[src/rtl/glitcbus_slave.sv]
// rtl/glitcbus_slave.sv - GLITC bus byte-serial register slave with abort tracking
module glitcbus_slave (
    input  logic        clk_i,
    input  logic        rst_i,
    input  logic        GSEL_B,
    input  logic        GRDWR_B,
    input  logic [7:0]  gad_i,
    output logic [7:0]  gad_o,
    output logic        gad_oe_o,
    output logic [15:0] reg_adr_o,
    output logic [31:0] reg_dat_o,
    output logic        reg_we_o,
    output logic        reg_rd_o,
    input  logic [31:0] reg_dat_i,
    output logic [7:0]  abort_count_o,
    output logic [15:0] debug_o
);

    typedef enum logic [3:0] {
        S_IDLE   = 4'd0,
        S_ADDRL  = 4'd1,
        S_W3     = 4'd2,
        S_W2     = 4'd3,
        S_W1     = 4'd4,
        S_W0     = 4'd5,
        S_WSTB   = 4'd6,
        S_RREQ   = 4'd7,
        S_RLATCH = 4'd8,
        S_RD3    = 4'd9,
        S_RD2    = 4'd10,
        S_RD1    = 4'd11,
        S_RD0    = 4'd12
    } state_t;

    state_t      state;
    state_t      next_state;
    logic        sel_q;
    logic        rdwr_q;
    logic [31:0] rdata_q;
    logic [15:0] adr_q;
    logic [31:0] dat_q;
    logic [7:0]  abort_q;
    logic        start;
    logic        abort_chk;
    logic        abort;

    // A transaction begins only on a sampled falling edge of select while idle
    assign start = (state == S_IDLE) && !GSEL_B && sel_q;

    // Select is watched in every mid-transaction state except the strobe and the last read byte
    always_comb begin
        abort_chk = 1'b0;
        case (state)
            S_ADDRL, S_W3, S_W2, S_W1, S_W0,
            S_RREQ, S_RLATCH, S_RD3, S_RD2, S_RD1: abort_chk = 1'b1;
            default:                               abort_chk = 1'b0;
        endcase
    end

    assign abort = abort_chk && GSEL_B;

    // State register
    always_ff @(posedge clk_i) begin
        if (rst_i) begin
            state <= S_IDLE;
        end else begin
            state <= next_state;
        end
    end

    // Next-state sequencing; an abort overrides the normal successor
    always_comb begin
        next_state = state;
        case (state)
            S_IDLE:   if (start) next_state = S_ADDRL;
            S_ADDRL:  next_state = rdwr_q ? S_RREQ : S_W3;
            S_W3:     next_state = S_W2;
            S_W2:     next_state = S_W1;
            S_W1:     next_state = S_W0;
            S_W0:     next_state = S_WSTB;
            S_WSTB:   next_state = S_IDLE;
            S_RREQ:   next_state = S_RLATCH;
            S_RLATCH: next_state = S_RD3;
            S_RD3:    next_state = S_RD2;
            S_RD2:    next_state = S_RD1;
            S_RD1:    next_state = S_RD0;
            S_RD0:    next_state = S_IDLE;
            default:  next_state = S_IDLE;
        endcase
        if (abort) begin
            next_state = S_IDLE;
        end
    end

    // Bus outputs and strobes decoded purely from state so GAD drops the cycle after leaving RD*
    always_comb begin
        gad_oe_o = 1'b0;
        gad_o    = 8'h00;
        reg_we_o = 1'b0;
        reg_rd_o = 1'b0;
        case (state)
            S_WSTB: reg_we_o = 1'b1;
            S_RREQ: reg_rd_o = 1'b1;
            S_RD3: begin
                gad_oe_o = 1'b1;
                gad_o    = rdata_q[31:24];
            end
            S_RD2: begin
                gad_oe_o = 1'b1;
                gad_o    = rdata_q[23:16];
            end
            S_RD1: begin
                gad_oe_o = 1'b1;
                gad_o    = rdata_q[15:8];
            end
            S_RD0: begin
                gad_oe_o = 1'b1;
                gad_o    = rdata_q[7:0];
            end
            default: ;
        endcase
    end

    // Select history, address/data/read capture and the saturating abort counter
    always_ff @(posedge clk_i) begin
        if (rst_i) begin
            sel_q   <= 1'b1;
            rdwr_q  <= 1'b0;
            rdata_q <= 32'h0;
            adr_q   <= 16'h0;
            dat_q   <= 32'h0;
            abort_q <= 8'h0;
        end else begin
            sel_q <= GSEL_B;
            if (abort && (abort_q != 8'hff)) begin
                abort_q <= abort_q + 8'd1;
            end
            case (state)
                S_IDLE: begin
                    if (start) begin
                        adr_q[15:8] <= gad_i;
                        rdwr_q      <= GRDWR_B;
                    end
                end
                S_ADDRL:  adr_q[7:0]    <= gad_i;
                S_W3:     dat_q[31:24]  <= gad_i;
                S_W2:     dat_q[23:16]  <= gad_i;
                S_W1:     dat_q[15:8]   <= gad_i;
                S_W0:     dat_q[7:0]    <= gad_i;
                S_RLATCH: rdata_q       <= reg_dat_i;
                default: ;
            endcase
        end
    end

    assign reg_adr_o     = adr_q;
    assign reg_dat_o     = dat_q;
    assign abort_count_o = abort_q;
    assign debug_o       = {9'd0, rdwr_q, sel_q, gad_oe_o, state};

endmodule

[config.mk]
export PLATFORM = sky130hd
export DESIGN_NAME = glitcbus_slave
export DESIGN_NICKNAME = d
export VERILOG_FILES = /design/src/rtl/glitcbus_slave.sv
export SDC_FILE = /design/constraint.sdc
export NUM_CORES = 1
export LEC_CHECK = 0
export CAP_MARGIN = 0
export CELL_PAD_IN_SITES_DETAIL_PLACEMENT = 1
export CELL_PAD_IN_SITES_GLOBAL_PLACEMENT = 2
export CORE_ASPECT_RATIO = 0.7
export CORE_UTILIZATION = 27
export DETAILED_ROUTE_END_ITERATION = 10
export GPL_TIMING_DRIVEN = 0
export PLACE_DENSITY_LB_ADDON = 0.1
export RECOVER_POWER = 25
export SYNTH_ARGS = -nofsm -noshare
export SYNTH_HDL_FRONTEND = slang
export SYNTH_SLANG_ARGS = --single-unit
[constraint.sdc]
create_clock -name clk_i -period 1.63 [get_ports clk_i]
set_input_delay 0.2445 -clock clk_i [delete_from_list [all_inputs] [get_ports clk_i]]
set_output_delay 0.2445 -clock clk_i [all_outputs]
set_load 0.005 [all_outputs]
==> impl_metrics.tcl <==
# place-and-route summary
set metrics [dict create \
    start_kind "flop" \
    hold_ws_ns 0.445 \
    place_ws_ns -0.740 \
    worst_ep_required_time_ns 1.39 \
    antenna_cells 0 \
    maxSlewViolCount 0 \
    final_cell_mix "nand2_1 (116), clkdlybuf4s50_1 (102), dfxtp_1 (89), a21oi_1 (55), buf_4 (41)" \
    critical_path_arrival_ns 1.69 \
    routed_via_density 4.78 \
    yosys_area_mm2 0.00412 \
    bufAreaShareNonClock_pct 28.1 \
    detail-route-antenna-nets 0 \
    final_core_util_pct 45.1 \
    top_cells_by_count "nand2_1 (118), dfxtp_1 (95), a21oi_1 (69)" \
    synth-async-reset-ratio_pct 0 \
    comb_share_pct 34.7 \
    tns_ns -3.30 \
    drcViolationCount 0 \
    postCtsResizedCells 124 \
    finalWeightedCongestion 0.791 \
    clkbuf_count 10 \
    syn_area_per_cell_um2 8.53 \
    power_leader "sequential cells" \
    p_comb_share_pct 18.7 \
    regArea_mm2 0.00192 \
    p_per_area_mw_per_mm2 858 \
    startpoint "state[0]" \
    finalHoldViolations 0 \
    setup_viol 27 \
    hold_path.class "in -> reg" \
    r2r_end "reg_adr_o[13]" \
    timing.fmax_mhz 518 \
    clock_latency_ns 0.35 \
    largest_area_cell "dfxtp_1" \
    placed_area_mm2 0.00557 \
    met3_usage_pct 5.89 \
    numSynthFlops 95 \
    yosys_warnings 0 \
    clock_skew_ns 0.00832 \
    cpLargestDelayFamily "buffers and inverters" \
    seq_power_share_pct 42.3 \
    failed_checks "negative setup slack" \
    wl_met2_mm 6.90 \
    setup_ws_ns -0.301 \
    fp.coreArea_mm2 0.0148 \
    worst-path-max-fanout 5 \
    status "finished, violations left" \
    netlist_instances 483 \
    die_area_mm2 0.0158 \
    grt_pass1_vias 4156 \
    top_area_share_pct 46.2 \
    post-cts-setup-buffers 20 \
    ff_count 95 \
    grt_max_degree 18 \
    drt_iter0_markers 154 \
    timing.critical_path.buf_inv 5 \
    dpl.cell_count 803 \
    largest_cell_class "logic gates" \
    lay_top_count "nand2_1" \
    synthXorXnorAreaFrac_pct 0.213 \
    wl_mm 15.4 \
    period_needed_ns 1.93 \
    hold_buffers 0 \
    warnings 28 \
    crit_path_max_incr_delay_ns 0.37 \
    p_int_mw 4.22 \
    path_cells "buf_8 -> buf_12 -> buf_16 -> buf_8 -> mux2i_4 -> o22ai_2 -> buf_2" \
    fin_crit_sh_pct 118 \
]
### Clock distribution

Scale bar: 50 µm.
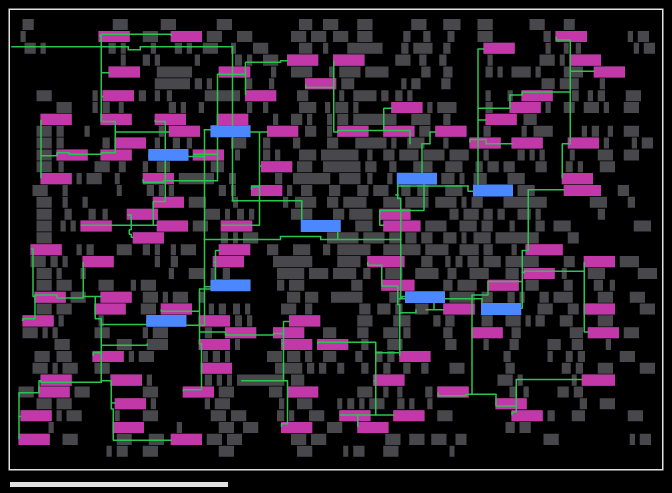
Key: blue = clock-net drivers [count 9]; green = clock wires [length 1300 µm]; magenta = flip-flops [count 95]
Position of the flops: spread over the die. There are 10 routed clock nets.

### Cells coloured by class

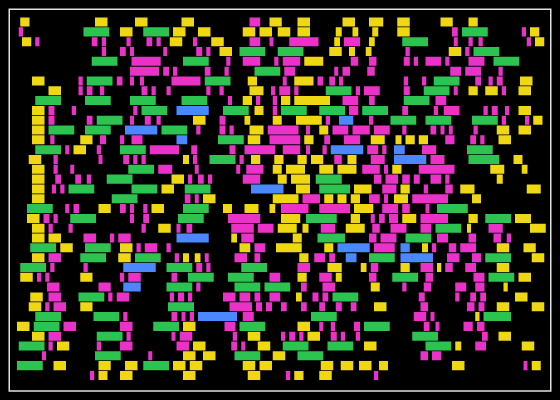
Key: blue = clock drivers and dummy loads [cells 16]; yellow = remaining buffers and delay cells [cells 200]; green = registers [cells 95]; magenta = remaining logic cells [cells 345]

### Congestion heat map

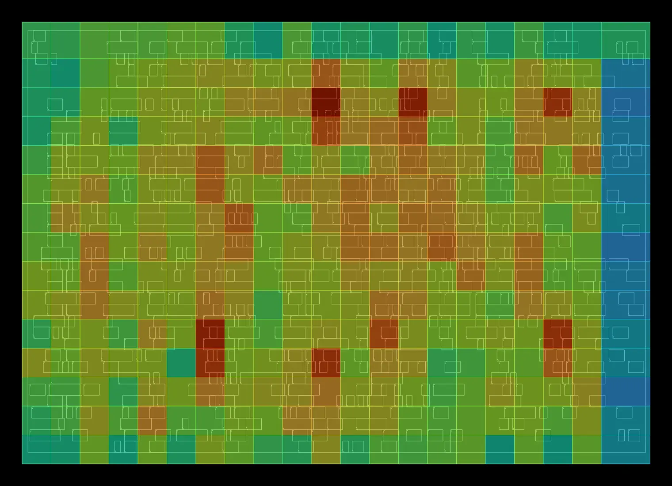
GR Util met2: 29.9%
GRT busiest layer: met2

### Wiring by layer

Scale bar: 50 µm.
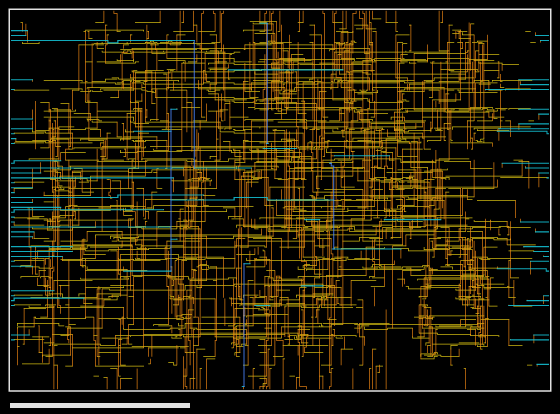
Key: cyan = M3 [wire length 856 µm]; blue = M4 [wire length 172 µm]; orange = M2 [wire length 6900 µm]; yellow = M1 [wire length 7490 µm]

